==> run_1/flops_by_reg.png <==
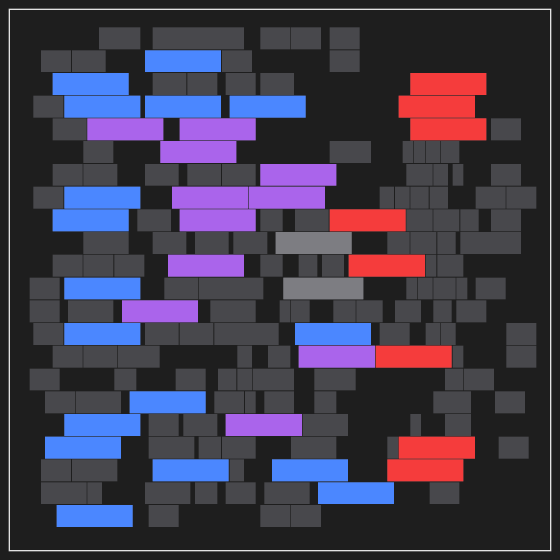
==> run_1/logic_types.png <==
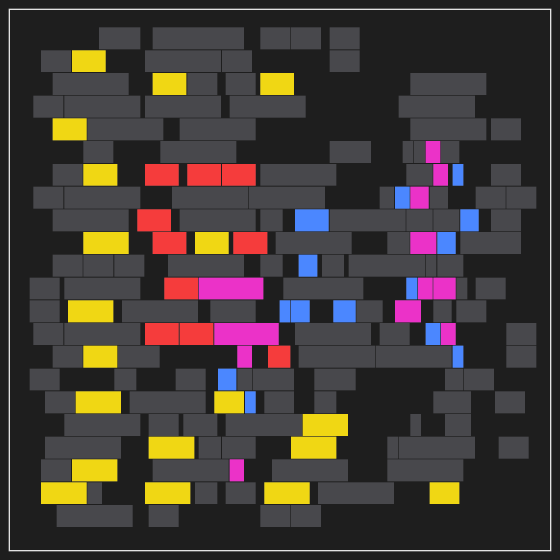
==> run_1/clk_routes.png <==
Bar = 20 um.
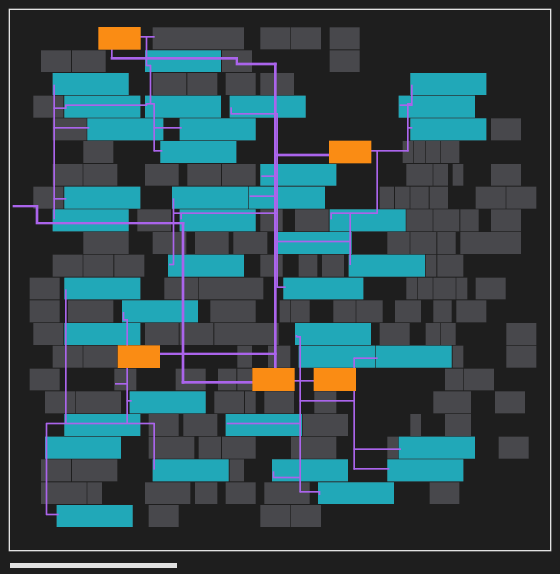
[src/rtl/imm_pkg.sv]
// Shared constants for the 10-bit immediate path. The sign-extension side uses
// the same widths, saturation codes and mode encoding.
package imm_pkg;

    localparam int unsigned IMM_IN_W  = 16;
    localparam int unsigned IMM_OUT_W = 10;

    // Largest positive and most negative 10-bit signed immediates.
    localparam logic [IMM_OUT_W-1:0] SAT_POS = 10'h1FF;
    localparam logic [IMM_OUT_W-1:0] SAT_NEG = 10'h200;

    // Narrowing mode, sampled together with the data word.
    typedef enum logic {
        MODE_TRUNC = 1'b0,
        MODE_SAT   = 1'b1
    } imm_mode_e;

endpackage

[src/rtl/pipe_stage_vr.sv]
// One elastic valid/ready register stage.
// Ports:
//   clk, rst              clock, asynchronous active-low reset
//   in_valid/in_ready     upstream handshake
//   in_data               payload captured on an upstream handshake
//   out_valid/out_ready   downstream handshake
//   out_data              registered payload, stable while out_valid && !out_ready
module pipe_stage_vr #(
    parameter int unsigned Width = 8
) (
    input  logic             clk,
    input  logic             rst,
    input  logic             in_valid,
    output logic             in_ready,
    input  logic [Width-1:0] in_data,
    output logic             out_valid,
    input  logic             out_ready,
    output logic [Width-1:0] out_data
);

    logic             valid_q;
    logic [Width-1:0] data_q;
    logic             load;

    // Loadable when empty or when the current contents leave this cycle.
    assign in_ready = !valid_q || out_ready;
    assign load     = in_valid && in_ready;

    always_ff @(posedge clk or negedge rst) begin
        if (!rst) begin
            valid_q <= 1'b0;
            data_q  <= '0;
        end else begin
            if (in_ready) begin
                valid_q <= in_valid;
            end
            if (load) begin
                data_q <= in_data;
            end
        end
    end

    assign out_valid = valid_q;
    assign out_data  = data_q;

endmodule

[src/rtl/imm_narrow_16to10.sv]
// Registered 16-to-10-bit signed narrowing unit with a two-stage elastic
// pipeline and a saturating count of delivered non-fitting results.
// Ports:
//   clk, rst              clock, asynchronous active-low reset
//   in_valid/in_ready     upstream handshake (in_ready is combinational on out_ready)
//   data_in, mode         16-bit signed value; mode 0 = wrap, 1 = saturate
//   out_valid/out_ready   downstream handshake
//   data_out, fits        narrowed value and representability flag (registered)
//   ovf_count, clr_count  overflow counter and its synchronous clear
module imm_narrow_16to10
    import imm_pkg::*;
#(
    parameter int unsigned IN_W  = IMM_IN_W,
    parameter int unsigned OUT_W = IMM_OUT_W,
    parameter int unsigned CNT_W = 8
) (
    input  logic             clk,
    input  logic             rst,
    input  logic             in_valid,
    output logic             in_ready,
    input  logic [IN_W-1:0]  data_in,
    input  logic             mode,
    output logic             out_valid,
    input  logic             out_ready,
    output logic [OUT_W-1:0] data_out,
    output logic             fits,
    output logic [CNT_W-1:0] ovf_count,
    input  logic             clr_count
);

    // Stage 1: raw value plus mode.
    logic            s1_valid;
    logic            s1_ready;
    logic [IN_W:0]   s1_data;
    logic [IN_W-1:0] s1_value;
    logic            s1_mode;

    // Stage 2: {fits, narrowed value}.
    logic            s2_ready;
    logic [OUT_W:0]  s2_in;
    logic [OUT_W:0]  s2_data;

    logic             s1_fits;
    logic             s1_sign;
    logic [OUT_W-1:0] s1_narrow;

    pipe_stage_vr #(
        .Width (IN_W + 1)
    ) u_stage1 (
        .clk       (clk),
        .rst       (rst),
        .in_valid  (in_valid),
        .in_ready  (s1_ready),
        .in_data   ({mode, data_in}),
        .out_valid (s1_valid),
        .out_ready (s2_ready),
        .out_data  (s1_data)
    );

    assign in_ready = s1_ready;
    assign s1_value = s1_data[IN_W-1:0];
    assign s1_mode  = s1_data[IN_W];

    // Representable iff the discarded bits all match the new sign bit.
    assign s1_fits = (&s1_value[IN_W-1:OUT_W-1]) | ~(|s1_value[IN_W-1:OUT_W-1]);
    assign s1_sign = s1_value[IN_W-1];

    always_comb begin
        s1_narrow = s1_value[OUT_W-1:0];
        if (!s1_fits && (s1_mode == MODE_SAT)) begin
            s1_narrow = s1_sign ? SAT_NEG : SAT_POS;
        end
    end

    assign s2_in = {s1_fits, s1_narrow};

    pipe_stage_vr #(
        .Width (OUT_W + 1)
    ) u_stage2 (
        .clk       (clk),
        .rst       (rst),
        .in_valid  (s1_valid),
        .in_ready  (s2_ready),
        .in_data   (s2_in),
        .out_valid (out_valid),
        .out_ready (out_ready),
        .out_data  (s2_data)
    );

    assign data_out = s2_data[OUT_W-1:0];
    assign fits     = s2_data[OUT_W];

    // Overflow counter: clear wins over a same-cycle increment.
    logic [CNT_W-1:0] ovf_count_q;
    logic [CNT_W-1:0] ovf_count_d;

    always_comb begin
        ovf_count_d = ovf_count_q;
        if (clr_count) begin
            ovf_count_d = '0;
        end else if (out_valid && out_ready && !fits && (ovf_count_q != '1)) begin
            ovf_count_d = ovf_count_q + CNT_W'(1);
        end
    end

    always_ff @(posedge clk or negedge rst) begin
        if (!rst) begin
            ovf_count_q <= '0;
        end else begin
            ovf_count_q <= ovf_count_d;
        end
    end

    assign ovf_count = ovf_count_q;

endmodule

[config.mk]
export PLATFORM = sky130hd
export DESIGN_NAME = imm_narrow_16to10
export DESIGN_NICKNAME = d
export VERILOG_FILES = /design/src/rtl/imm_pkg.sv /design/src/rtl/pipe_stage_vr.sv /design/src/rtl/imm_narrow_16to10.sv
export SDC_FILE = /design/constraint.sdc
export NUM_CORES = 1
export LEC_CHECK = 0
export ABC_AREA = 0
export CAP_MARGIN = 20
export CORE_MARGIN = 1.5
export CORE_UTILIZATION = 43
export DETAILED_ROUTE_END_ITERATION = 6
export GPL_ROUTABILITY_DRIVEN = 0
export PLACE_DENSITY = 0.73
export SKIP_LAST_GASP = 1
export SLEW_MARGIN = 10
export SYNTH_ARGS = -nofsm -noshare
export SYNTH_HDL_FRONTEND = slang
export SYNTH_SLANG_ARGS = --single-unit
export TNS_END_PERCENT = 30
[constraint.sdc]
create_clock -name clk -period 1.93 [get_ports clk]
set_input_delay 0.193 -clock clk [delete_from_list [all_inputs] [get_ports clk]]
set_output_delay 0.193 -clock clk [all_outputs]
set_load 0.05 [all_outputs]
==> results.ini, run 1 <==
[run_status]
status = finished with violations
failed_checks = negative hold slack

[floorplanning]
core_um2 = 3660
die_w_um = 64.6

[routing]
wl_um = 3480
dr_wl_met3_um = 185
routed-wl-met2_um = 1740

[final_timing]
whs_ns = -0.00556
finalHoldViolations = 15
tightest_slew_ns = 0.827
tns_ns = 0

[job]
warnings = 28

[power]
p_per_area_nw_per_um2 = 1030
p_total_mw = 2.38
max-vdd-ir-drop_mv = 0.730
p_leak_nw = 0.983
p_seq_share_pct = 42.7
power.group.top = sequential cells
power.switching_mw = 0.765

[critical_path]
path_max_fanout = 5
rr_endpoint = u_stage2.out_data[3]$_DFFE_PN0P_
worstSetupStartpoint = u_stage1.out_data[10]$_DFFE_PN0P_
reg2reg_depth = 4
cp-end-kind = register
arrival_ns = 2.14

[cts]
clk_pin_slew_ns = 0.08
cts_max_level = 2
root_buffer = clkbuf_8

[cells_and_area]
area_growth_pct = 42.0
logic_area_um2 = 724
ff_count = 38

[grt]
grt_max_degree = 39
grtUsageTotal_pct = 19.0

[synth]
synth-edff-count = 0
yosys.area_share.adder_pct = 0.767
yosys.area_share.simple_pct = 12.3

[hold_path]
hold_path_class = in2async

Notes on flops_by_reg.png above:
u_stage1.out_data: marked blue, placed flops 17. ovf_count: marked red, placed flops 8. u_stage2.out_data: marked purple, placed flops 11.
Another 2 sequential cells are not coloured.

Notes on logic_types.png above:
non-inverting ao/oa cells: marked red, cells 10, most used a221o_2. aoi and oai cells: marked magenta, cells 12. nand cells: marked blue, cells 14, most used nand2_1. mux cells: marked yellow, cells 19, most used mux2_4.
fin cells: 221
Top cell excl fill/tap: clkdlybuf4s50_1

Notes on clk_routes.png above:
flip-flops: marked cyan, count 38. clock wires: marked purple, length 429 um. clock drivers: marked orange, count 5.
Position of the flops: all over the die.
Clk. pwr: 0.662 mW
Clock Skews: 0.0101 ns
clock group share of total power: 27.8%

-- run 1: worst reg2reg max path, delay by kind of cell (launching register included) --
family	cells	cell delay, ns
AOI/OAI and AO/OA	2	0.46
DFF	1	0.38
and+or+nand+nor	2	1.02
-- run 1: sequential cells by signal, summed over array words and instances, names as in the netlist --
signal / cells
u_stage2.out_data: 11
u_stage1.out_valid: 1
u_stage2.out_valid: 1
ovf_count: 8
u_stage1.out_data: 17
-- run 1: how the worst max path moves through the flow --
stage,to,slack (ns),cells past startpoint
global placement,u_stage2.out_data[4]$_DFFE_PN0P_,0.04,4
floorplan,u_stage1.out_data[10]$_DFFE_PN0P_,-0.01,4
finish,u_stage2.out_data[3]$_DFFE_PN0P_,0.02,4
CTS,u_stage2.out_data[5]$_DFFE_PN0P_,0.002,4
global route,u_stage2.out_data[3]$_DFFE_PN0P_,-0.02,4
detailed placement,u_stage2.out_data[8]$_DFFE_PN0P_,-0.008,4
-- run 1: layout by cell type, fill, tap and decap left out, drive strengths merged, types with 2 or more instances in the layout --
| master | netlist | final |
|---|---|---|
| nand3 | 2 | 2 |
| a31oi | 2 | 3 |
| clkbuf | 3 | 5 |
| buf | 1 | 7 |
| mux2 | 17 | 17 |
| clkdlybuf4s50 | 0 | 40 |
| or4 | 2 | 2 |
| a221o | 9 | 9 |
| and4 | 2 | 2 |
| a21oi | 3 | 3 |
| dfrtp | 38 | 38 |
| nand4 | 3 | 3 |
| o21ai | 3 | 3 |
| nor3 | 2 | 2 |
| nor2 | 5 | 5 |
| mux2i | 2 | 2 |
| xor2 | 3 | 3 |
| and3 | 2 | 2 |
| nand2 | 6 | 6 |
| clkinvlp | 0 | 2 |
| nand2b | 2 | 2 |
-- run 1: timing repair --
item,CTS,global route
resized,0,1
gates cloned,1,0
pin swaps,1,0
endpoints found under the setup margin,9,7
==> inputs of run 2 (changes only) <==
MAX_ROUTING_LAYER = met4   (was default)
==> run_2/clk_routes.png <==
Bar = 20 um.
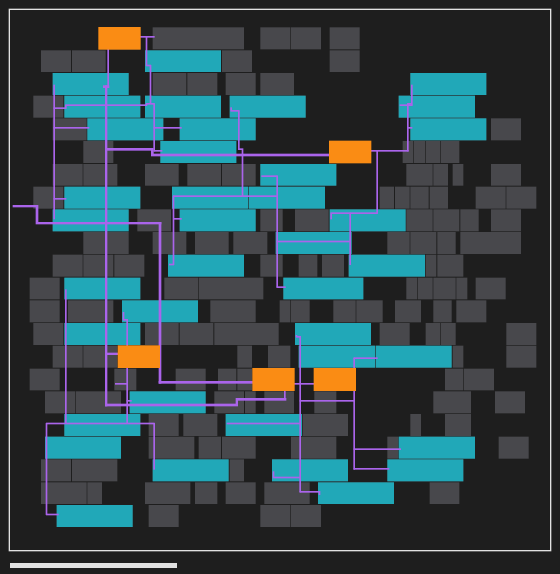
flip-flops: marked cyan, count 38. clock wires: marked purple, length 433 um. clock drivers: marked orange, count 5.
Position of the flops: all over the die.
Clk. pwr: 0.661 mW
Latency at later pin: 0.29 ns
Clock Skews: 0.00799 ns

==> run_2/flops_by_reg.png <==
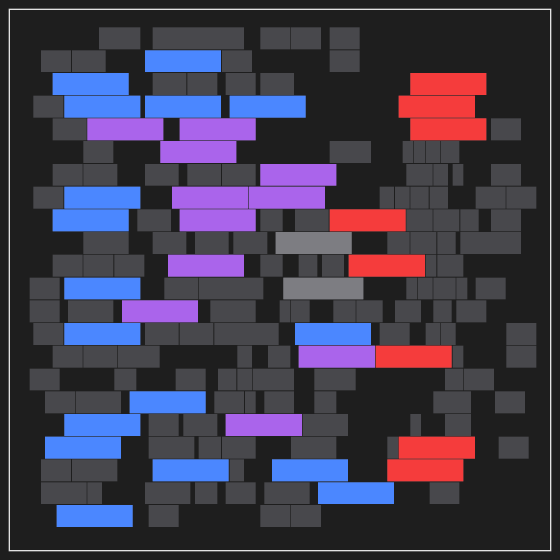
u_stage1.out_data: marked blue, placed flops 17. u_stage2.out_data: marked purple, placed flops 11. ovf_count: marked red, placed flops 8.

==> results.ini, run 2 <==
[run_status]
status = finished with violations
failed_checks = negative hold slack

[critical_path]
path_max_fanout = 5
cp-start-kind = register
reg2reg_depth = 4
arrival_ns = 2.12
cpPeakStageDelay_ns = 0.54

[place]
placed_area_um2 = 2180

[routing]
routed-wl-met2_um = 1750
wl_met1_um = 1510
wl_um = 3480
highest_layer = met4
dr_wl_met3_um = 168

[final_timing]
whs_ns = -0.00435
fin_crit_sh_pct = 98.0
finalHoldViolations = 13
tightest_slew_ns = 0.828
tns_ns = 0

[power]
p_total_mw = 2.38
max-vdd-ir-drop_mv = 0.730
power.switching_mw = 0.764
p_per_area_nw_per_um2 = 1030
comb-power_mw = 0.702
p_leak_nw = 0.983
p_seq_share_pct = 42.7
pwr-share-clk_pct = 27.8
power.group.top = sequential cells
power_frac_comb_pct = 29.5

[cells_and_area]
logic_area_um2 = 724
largest_register_ffs = 17
drive_gt1_share_pct = 29.5
area_growth_pct = 42.0
ff_count = 38
layout_top_cell = clkdlybuf4s50_1
fin_area_um2 = 2320

[cts]
root_buffer = clkbuf_8
clk_pin_slew_ns = 0.07
cts_max_level = 2
cts_sinks = 38

[synth]
synth-edff-count = 0
fp_nets = 144

[floorplanning]
core_um2 = 3660
die_w_um = 64.6
chipArea_um2 = 4170

[job]
warnings = 28
max_cap_viol_count = 0

[hold_path]
hold_path_class = in2async

[grt]
grtUsageTotal_pct = 19.5
grt_max_degree = 39

run 2: cell counts in the layout (fill, tap and decap cells not counted):
Identical to the previous run, type by type.
run 2: path summary, 6_finish.rpt:
path	startpoint	to	slack [ns]
max	u_stage1.out_data[10]$_DFFE_PN0P_	u_stage2.out_data[3]$_DFFE_PN0P_	0.04
max reg2reg	u_stage1.out_data[10]$_DFFE_PN0P_	u_stage2.out_data[3]$_DFFE_PN0P_	0.04
min	rst	u_stage1.out_data[11]$_DFFE_PN0P_	-0.004
max in group asynchronous	rst	u_stage2.out_valid$_DFFE_PN0P_	1.37
min in group clk	u_stage1.out_valid$_DFFE_PN0P_	u_stage2.out_valid$_DFFE_PN0P_	0.50
min reg2reg	u_stage1.out_valid$_DFFE_PN0P_	u_stage2.out_valid$_DFFE_PN0P_	0.50
run 2: critical path: cells and delay by family (launching register included):
kind	cells	cell delay, ns
simple gates	2	1.02
compound gates	2	0.44
flops	1	0.38
run 2: kinds of logic (layout without fill, tap and decap cells):
| group | Yosys count | count (layout) | synth area share, % |
|---|---|---|---|
| AND-OR/OR-AND | 21 | 22 | 11.7 |
| XOR/XNOR | 4 | 4 | 2.15 |
| adder cells (fa/ha/maj) | 1 | 1 | 0.767 |
| buffers and inverters | 5 | 56 | 1.76 |
| flip-flops | 38 | 38 | 58.3 |
| multiplexers | 19 | 19 | 13.0 |
| AND/OR/NAND/NOR | 33 | 33 | 12.3 |
run 2: repair_timing:
item,CTS,global route
endpoints found under the setup margin,9,8
gates cloned,1,0
gates resized,0,1
pin swaps,1,1
run 2: per-stage QoR:
stage               cells  utilization (%)
floorplan             121                -
global placement      212             59.6
detailed placement    212             59.6
CTS                   221             63.1
global route          221             63.3
finish                221             63.3
==> inputs of run 3 (changes only) <==
CORE_MARGIN = default   (was 1.5)
SETUP_SLACK_MARGIN = 0.1   (was default)
==> run_3/clocks.png <==
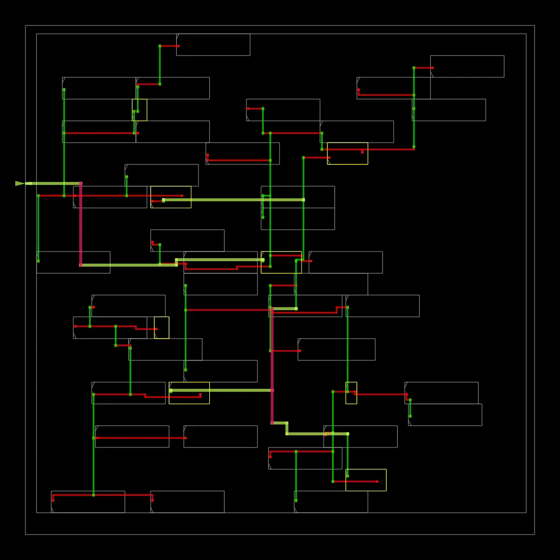
Clk. pwr: 0.525 mW
Clock Skews: 0.0133 ns
CTS buffer count: 5
clock tree sinks: 38

==> run_3/logic_types.png <==
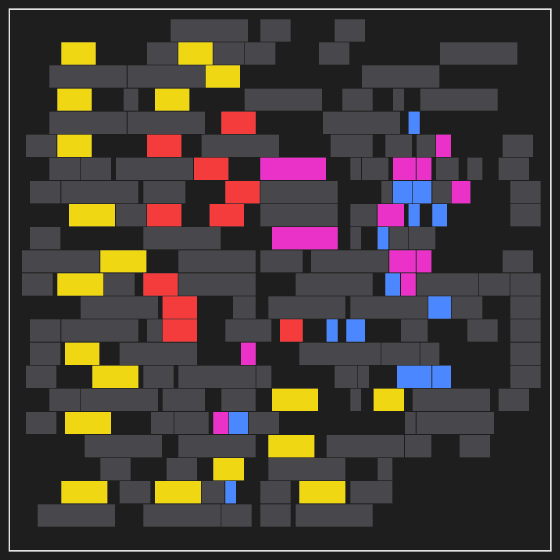
nand cells: marked blue, cells 14, most used nand2_1. aoi and oai cells: marked magenta, cells 12. non-inverting ao/oa cells: marked red, cells 10, most used a221o_2. mux cells: marked yellow, cells 19, most used mux2_4.

==> results.ini, run 3 <==
[cts]
clk_pin_slew_ns = 0.08
clk_latency_ns = 0.29
root_buffer = clkbuf_8

[synth]
aoi_share_pct = 11.7
synth-edff-count = 0
ys_sh_mux_pct = 13.0
xor_area_share_pct = 2.15
yosys.area_share.simple_pct = 12.3
fp_nets = 144
ys_top_logic_family = multiplexers

[power]
p_leak_nw = 0.977
max-vdd-ir-drop_mv = 0.622

[critical_path]
path_max_fanout = 5
crit_family = simple AND/OR/NAND/NOR gates
worstSetupEndpoint = u_stage2.out_data[2]$_DFFE_PN0P_
arrival_ns = 2.12
r2r_start = u_stage1.out_data[10]$_DFFE_PN0P_
cp-start-kind = register
path_buffers = 0
crit_cells = 4
reg2reg_depth = 4
cp-end-kind = register

[cells_and_area]
drive_gt1_share_pct = 28.3
fin_area_um2 = 2290
area_growth_pct = 40.3
final-instance-count-excl-fill = 221
layout_top_cell = clkdlybuf4s50_1
largest_register_ffs = 17

[routing]
wl_um = 3630

[place]
placed_cells = 211
placed_area_um2 = 2170

[final_timing]
finalHoldViolations = 0
tightest_slew_ns = 0.761
fin_crit_sh_pct = 98.2

[floorplanning]
core_um2 = 3660
chipArea_um2 = 4040

[grt]
grtUsageTotal_pct = 20.9

[run_status]
status = complete, no violations

[job]
max_cap_viol_count = 0

[run 3: cell counts after synthesis]
Identical to the previous run, type by type.
[run 3: worst reg2reg max path, cell delays in order (launching register included)]
cell     delay (ns)
dfrtp_1        0.38
or4_4          0.53
or4_4          0.48
a31oi_4        0.25
a221o_2        0.19
[run 3: repair_timing]
item                                   in CTS  in global routing
pin swaps                                   1                  2
gates cloned                                1                  0
hold buffers                                1                  0
gates resized                               1                  0
setup endpoints to repair                   9                 11
endpoints found under the hold margin      23                  0
[run 3: power breakdown]
part | internal, mW | leakage, nW | switching [mW]
Sequential | 0.917 | 0.467 | 0.0968
Combinational | 0.311 | 0.466 | 0.388
Clock | 0.250 | 0.0450 | 0.274
Total | 1.48 | 0.977 | 0.759
[run 3: per-stage QoR]
stage	power [mW]	hold WS, ns	setup WS, ns
finish	2.24	0.420	0.0340
floorplan	1.46	-0.103	-0.0140
CTS	2.26	0.441	0.00530
global route	2.35	0.468	-0.00881
detailed placement	1.72	0.203	-0.0147
global placement	1.70	0.193	0.0425
[run 3: cells by family after synthesis]
| logic type | Yosys count |
|---|---|
| buf+inv | 5 |
| compound gates | 21 |
| xor+xnor | 4 |
| simple gates | 33 |
| fa+ha+maj | 1 |
| mux | 19 |
| flops | 38 |
[run 3: cell type report]
| class | count | share of cell area (%) |
|---|---|---|
| Sequential cell | 38 | 41.6 |
| Multi-Input combinational cell | 79 | 31.7 |
| Timing Repair Buffer | 47 | 20.3 |
| Clock buffer | 6 | 3.17 |
| Tap cell | 48 | 2.62 |
| Clock inverter | 2 | 0.437 |
| Inverter | 1 | 0.164 |
[run 3: layer usage]
metal  global-route usage, %  vias up  routed length (um)
met5                       -        -                   0
li1                        -      559                   -
met1                    26.7      610                1660
met4                    5.97        0                  24
met2                    32.6       46                1770
met3                    5.80        5                 167
Power figures rest on the tool's default switching activity, not on a simulated workload.
